<file path="src/rtl/ic_irq_servicer.sv">
// CPU-side interrupt consumer: captures the active ID, runs a fixed-length
// service routine, acknowledges it, and tracks preemption and service statistics.
module ic_irq_servicer #(
    parameter int SVC_CYCLES = 4,
    parameter int CNT_W      = 16
) (
    input  logic             clk,
    input  logic             rstn,
    input  logic             en,
    input  logic             irq_out,
    input  logic [2:0]       irq_id,
    input  logic             clr_stats,
    output logic             ack,
    output logic             busy,
    output logic [2:0]       cur_id,
    output logic [2:0]       last_id,
    output logic [CNT_W-1:0] serviced_cnt,
    output logic [CNT_W-1:0] preempt_cnt,
    output logic [CNT_W-1:0] spurious_cnt
);

    typedef enum logic [1:0] {
        IDLE    = 2'd0,
        SERVICE = 2'd1,
        ACK_ST  = 2'd2
    } state_e;

    localparam logic [7:0] RELOAD = 8'(SVC_CYCLES - 1);

    state_e           state_q, state_d;
    logic [7:0]       svc_q, svc_d;
    logic [2:0]       cur_q, cur_d;
    logic [2:0]       last_q, last_d;
    logic [CNT_W-1:0] srv_q, pre_q, spu_q;
    logic             inc_srv, inc_pre, inc_spu;
    logic             id_match;

    assign id_match = (irq_id == cur_q);

    always_comb begin
        state_d = state_q;
        svc_d   = svc_q;
        cur_d   = cur_q;
        last_d  = last_q;
        inc_srv = 1'b0;
        inc_pre = 1'b0;
        inc_spu = 1'b0;
        ack     = (state_q == ACK_ST) && irq_out && id_match;
        case (state_q)
            IDLE: begin
                if (en && irq_out) begin
                    cur_d   = irq_id;
                    svc_d   = RELOAD;
                    state_d = SERVICE;
                end
            end
            SERVICE: begin
                if (!irq_out) begin
                    inc_spu = 1'b1;
                    state_d = IDLE;
                end else if (!id_match) begin
                    inc_pre = (irq_id < cur_q);
                    inc_spu = (irq_id > cur_q);
                    cur_d   = irq_id;
                    svc_d   = RELOAD;
                end else if (svc_q == 8'd0) begin
                    state_d = ACK_ST;
                end else begin
                    svc_d = svc_q - 8'd1;
                end
            end
            ACK_ST: begin
                if (ack) begin
                    inc_srv = 1'b1;
                    last_d  = cur_q;
                    state_d = IDLE;
                end else if (!irq_out) begin
                    inc_spu = 1'b1;
                    state_d = IDLE;
                end else begin
                    // Controller now presents a different ID: restart service on it
                    inc_pre = (irq_id < cur_q);
                    inc_spu = (irq_id > cur_q);
                    cur_d   = irq_id;
                    svc_d   = RELOAD;
                    state_d = SERVICE;
                end
            end
            default: begin
                state_d = IDLE;
            end
        endcase
    end

    always_ff @(posedge clk or negedge rstn) begin
        if (!rstn) begin
            state_q <= IDLE;
            svc_q   <= 8'd0;
            cur_q   <= 3'd0;
            last_q  <= 3'd0;
        end else begin
            state_q <= state_d;
            svc_q   <= svc_d;
            cur_q   <= cur_d;
            last_q  <= last_d;
        end
    end

    // Saturating statistics; clear has priority over any increment
    always_ff @(posedge clk or negedge rstn) begin
        if (!rstn) begin
            srv_q <= '0;
            pre_q <= '0;
            spu_q <= '0;
        end else if (clr_stats) begin
            srv_q <= '0;
            pre_q <= '0;
            spu_q <= '0;
        end else begin
            if (inc_srv && !(&srv_q)) srv_q <= srv_q + CNT_W'(1);
            if (inc_pre && !(&pre_q)) pre_q <= pre_q + CNT_W'(1);
            if (inc_spu && !(&spu_q)) spu_q <= spu_q + CNT_W'(1);
        end
    end

    assign busy         = (state_q != IDLE);
    assign cur_id       = cur_q;
    assign last_id      = last_q;
    assign serviced_cnt = srv_q;
    assign preempt_cnt  = pre_q;
    assign spurious_cnt = spu_q;

endmodule

</file>
<file path="config.mk">
export PLATFORM = sky130hd
export DESIGN_NAME = ic_irq_servicer
export DESIGN_NICKNAME = d
export VERILOG_FILES = /design/src/rtl/ic_irq_servicer.sv
export SDC_FILE = /design/constraint.sdc
export NUM_CORES = 1
export LEC_CHECK = 0
export CAP_MARGIN = 20
export CORE_UTILIZATION = 46
export DETAILED_ROUTE_END_ITERATION = 6
export MAX_ROUTING_LAYER = met4
export PLACE_DENSITY = 0.79
export SLEW_MARGIN = 20
export SYNTH_ARGS = -nofsm -noshare
export SYNTH_HDL_FRONTEND = slang
export SYNTH_SLANG_ARGS = --single-unit
</file>
<file path="constraint.sdc">
create_clock -name clk -period 2.9 [get_ports clk]
set_clock_uncertainty 0.2 [all_clocks]
set_input_delay 0.29 -clock clk [delete_from_list [all_inputs] [get_ports clk]]
set_output_delay 0.29 -clock clk [all_outputs]
set_load 0.02 [all_outputs]
</file>
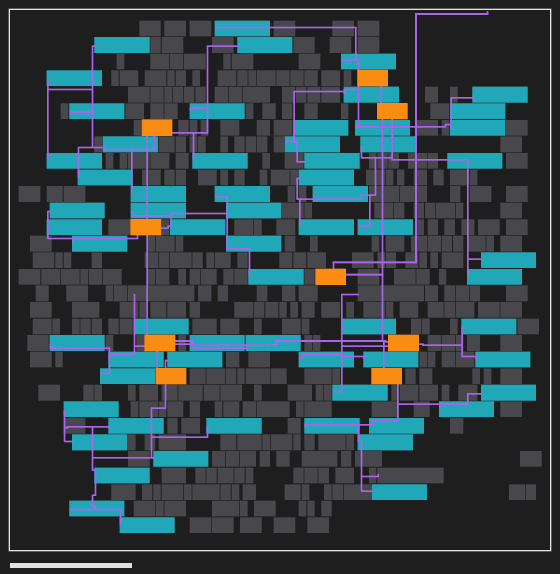
Figure 1: clock network drawn from the DEF.
Bar = 20 um.
Key: clock-net drivers = orange [count 9]; flip-flops = cyan [count 64]; clock wires = purple [length 823 um]
There are 10 routed clock nets.

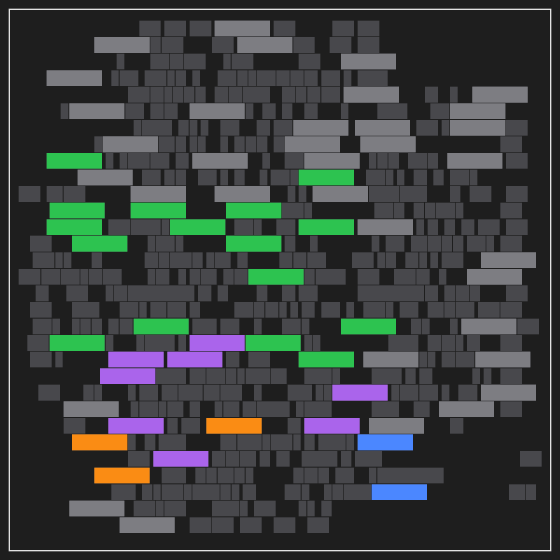
Figure 2: register map, names as in the netlist.
Other sequential cells in the stronger grey, the rest of the logic in the fainter grey.
Key: serviced_cnt = green [flops 16]; svc_q = purple [flops 8]; cur_id = orange [flops 3]; state_q = blue [flops 2]
Another 35 sequential cells are not coloured.

==> commit_impl_results.txt <==
Record implementation results from latest flow run

- Result of the run: completed
- The count of buffers added on input and output ports is approximately 63.
* Post-Syn Instances: 376
* Diode count: 0
* Kind of start point of the critical path: primary input
- H-tree depth: 3
* Share of the core filled by cells before placement: a little under half
- Chip area line of the yosys report: 3458 um2
- The cell sitting at the root of the clock tree is a sky130_fd_sc_hd__clkbuf_8.
* Detailed-routing iteration count for the pre-antenna-repair pass: 4
- Die area: 7869 um2
* DIE HEIGHT: 88.71 um
* R2r setup slk: about 0.37 ns
- Type of the tightest min-delay check: reg -> reg
* Clock buffer depth: 2
- Pins over their slew limit in the final report were tallied at 0.
* Global-route usage over all layers: 22.21%
- Launching instance or port of the critical path: irq_id[0]
- STA lists the startpoint of the worst register-to-register path as spurious_cnt[0].
- The most frequently used library cell after synthesis is sky130_fd_sc_hd__dfrtp_1.
- Number of buffers added by the clock tree synthesis step: 9
- Along the worst path, the maximum fanout reaches 8.
- Yosys reports that the most numerous cell types are sky130_fd_sc_hd__dfrtp_1 (64), sky130_fd_sc_hd__nor2_1 (63), sky130_fd_sc_hd__xor2_1 (41), sky130_fd_sc_hd__nand3_1 (36), sky130_fd_sc_hd__nand2_1 (28).
* Required time worst endpoint: 2.41 ns
* F_max: around 370 MHz
- Of all flip-flops after synthesis, the portion carrying an async set or reset was 100.0%.
- For the final routed database, the setup TNS stands at 0 ns.
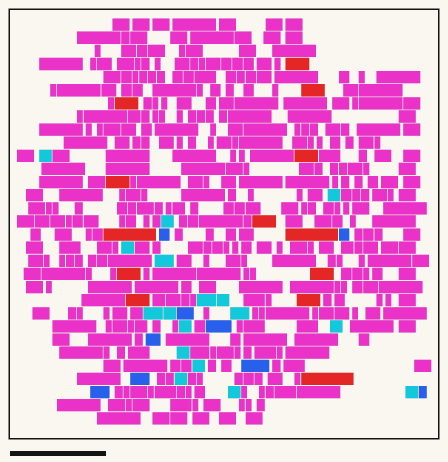
Figure 3: cell sizes after repair.
Bar = 20 um.
Key: x6 and larger = red [cells 13, share 2.9%, most used clkbuf_8]; x1 and smaller = magenta [cells 414, share 91%, most used dfrtp_1]; x2 = blue [cells 9, share 2.0%]; x3 and x4 = cyan [cells 17, share 3.8%, most used buf_4]

==> per-stage QoR <==
| stage | area (um2) | total power [mW] | hold slack (ns) | worst slack (ns) | util [%] |
|---|---|---|---|---|---|
| after floorplan | 3458 | 1.413 | -0.2056 | 0.4134 | - |
| after global placement | 4242 | 1.659 | 0.2681 | 0.1632 | 58.48 |
| after detailed placement | 4242 | 1.679 | 0.2760 | 0.1255 | 58.48 |
| after CTS | 4487 | 2.602 | 0.2984 | 0.1747 | 61.86 |
| after global routing | 4487 | 2.729 | 0.3342 | 0.07232 | 61.86 |
| final | 4487 | 2.585 | 0.2917 | 0.1856 | 61.86 |
==> worst max-delay path, stage by stage <==
cell and delay [ns]:
sky130_fd_sc_hd__clkdlybuf4s50_1 0.47, sky130_fd_sc_hd__inv_1 0.05, sky130_fd_sc_hd__ha_1 0.28, sky130_fd_sc_hd__and3_1 0.16
sky130_fd_sc_hd__nand3_1 0.13, sky130_fd_sc_hd__buf_4 0.20, sky130_fd_sc_hd__inv_1 0.05, sky130_fd_sc_hd__clkdlybuf4s50_1 0.59
==> power by group <==
| part | switching, mW | internal, mW |
|---|---|---|
| clock | 0.330 | 0.591 |
| sequential | 0.0551 | 0.958 |
| combinational | 0.377 | 0.273 |
==> worst min-delay path by stage <==
stage,endpoint,slack (ns),depth (start not counted)
5_1_grt,last_id[1],0.33,2
3_5_place_dp,last_id[1],0.28,2
3_3_place_gp,last_id[2],0.27,2
2_1_floorplan,cur_id[0],-0.21,0
6_report,last_id[2],0.29,2
4_1_cts,last_id[2],0.30,2
==> cell type report <==
type | count | area, um2 | share of cell area [%]
multi-input cells | 287 | 1755 | 39.12
flip-flops and latches | 64 | 1602 | 35.69
repair buffers | 77 | 733.2 | 16.34
clock buffers | 12 | 145.1 | 3.235
well taps | 99 | 123.9 | 2.761
clock inverters | 3 | 90.09 | 2.008
inverters | 10 | 37.54 | 0.8366
==> cell families (layout without fill, tap and decap cells) <==
logic type	Yosys count	count (layout)	synth area share, %
multiplexers	4	4	1.230
AND-OR/OR-AND	30	30	5.391
adder cells (fa/ha/maj)	12	12	4.341
XOR/XNOR	44	44	11.14
AND/OR/NAND/NOR	197	197	28.65
buffers and inverters	25	102	2.931
flip-flops	64	64	46.31
==> sequential cells by signal (all words and copies together), names as in the netlist <==
name	flops
last_id	3
serviced_cnt	16
cur_id	3
spurious_cnt	16
svc_q	8
state_q	2
preempt_cnt	16
==> per-layer routing <==
metal / global-route usage, % / vias to the layer above / wire length [um]
li1: - / 1440 / -
met1: 29.83 / 1375 / 3685
met2: 33.43 / 87 / 3453
met3: 3.638 / 14 / 366
met4: 9.091 / 0 / 168
met5: - / - / 0
==> cell usage in the layout, fill, tap and decap left out, drive strengths merged, types with 2 or more instances in the layout <==
cell           count
a21oi              9
and2               4
and3              12
and4               2
buf               14
bufinv             3
clkbuf            12
clkdlybuf4s50     62
dfrtp             64
ha                12
inv               10
mux2               2
mux2i              2
nand2             29
nand2b             2
nand3             37
nand3b             3
nand4             19
nor2              63
nor2b              2
nor3               8
nor4               5
o21ai             14
or2                3
or3                4
or4                2
xnor2              3
xor2              41
No activity file was given, so power comes from the tool's default toggle rates.
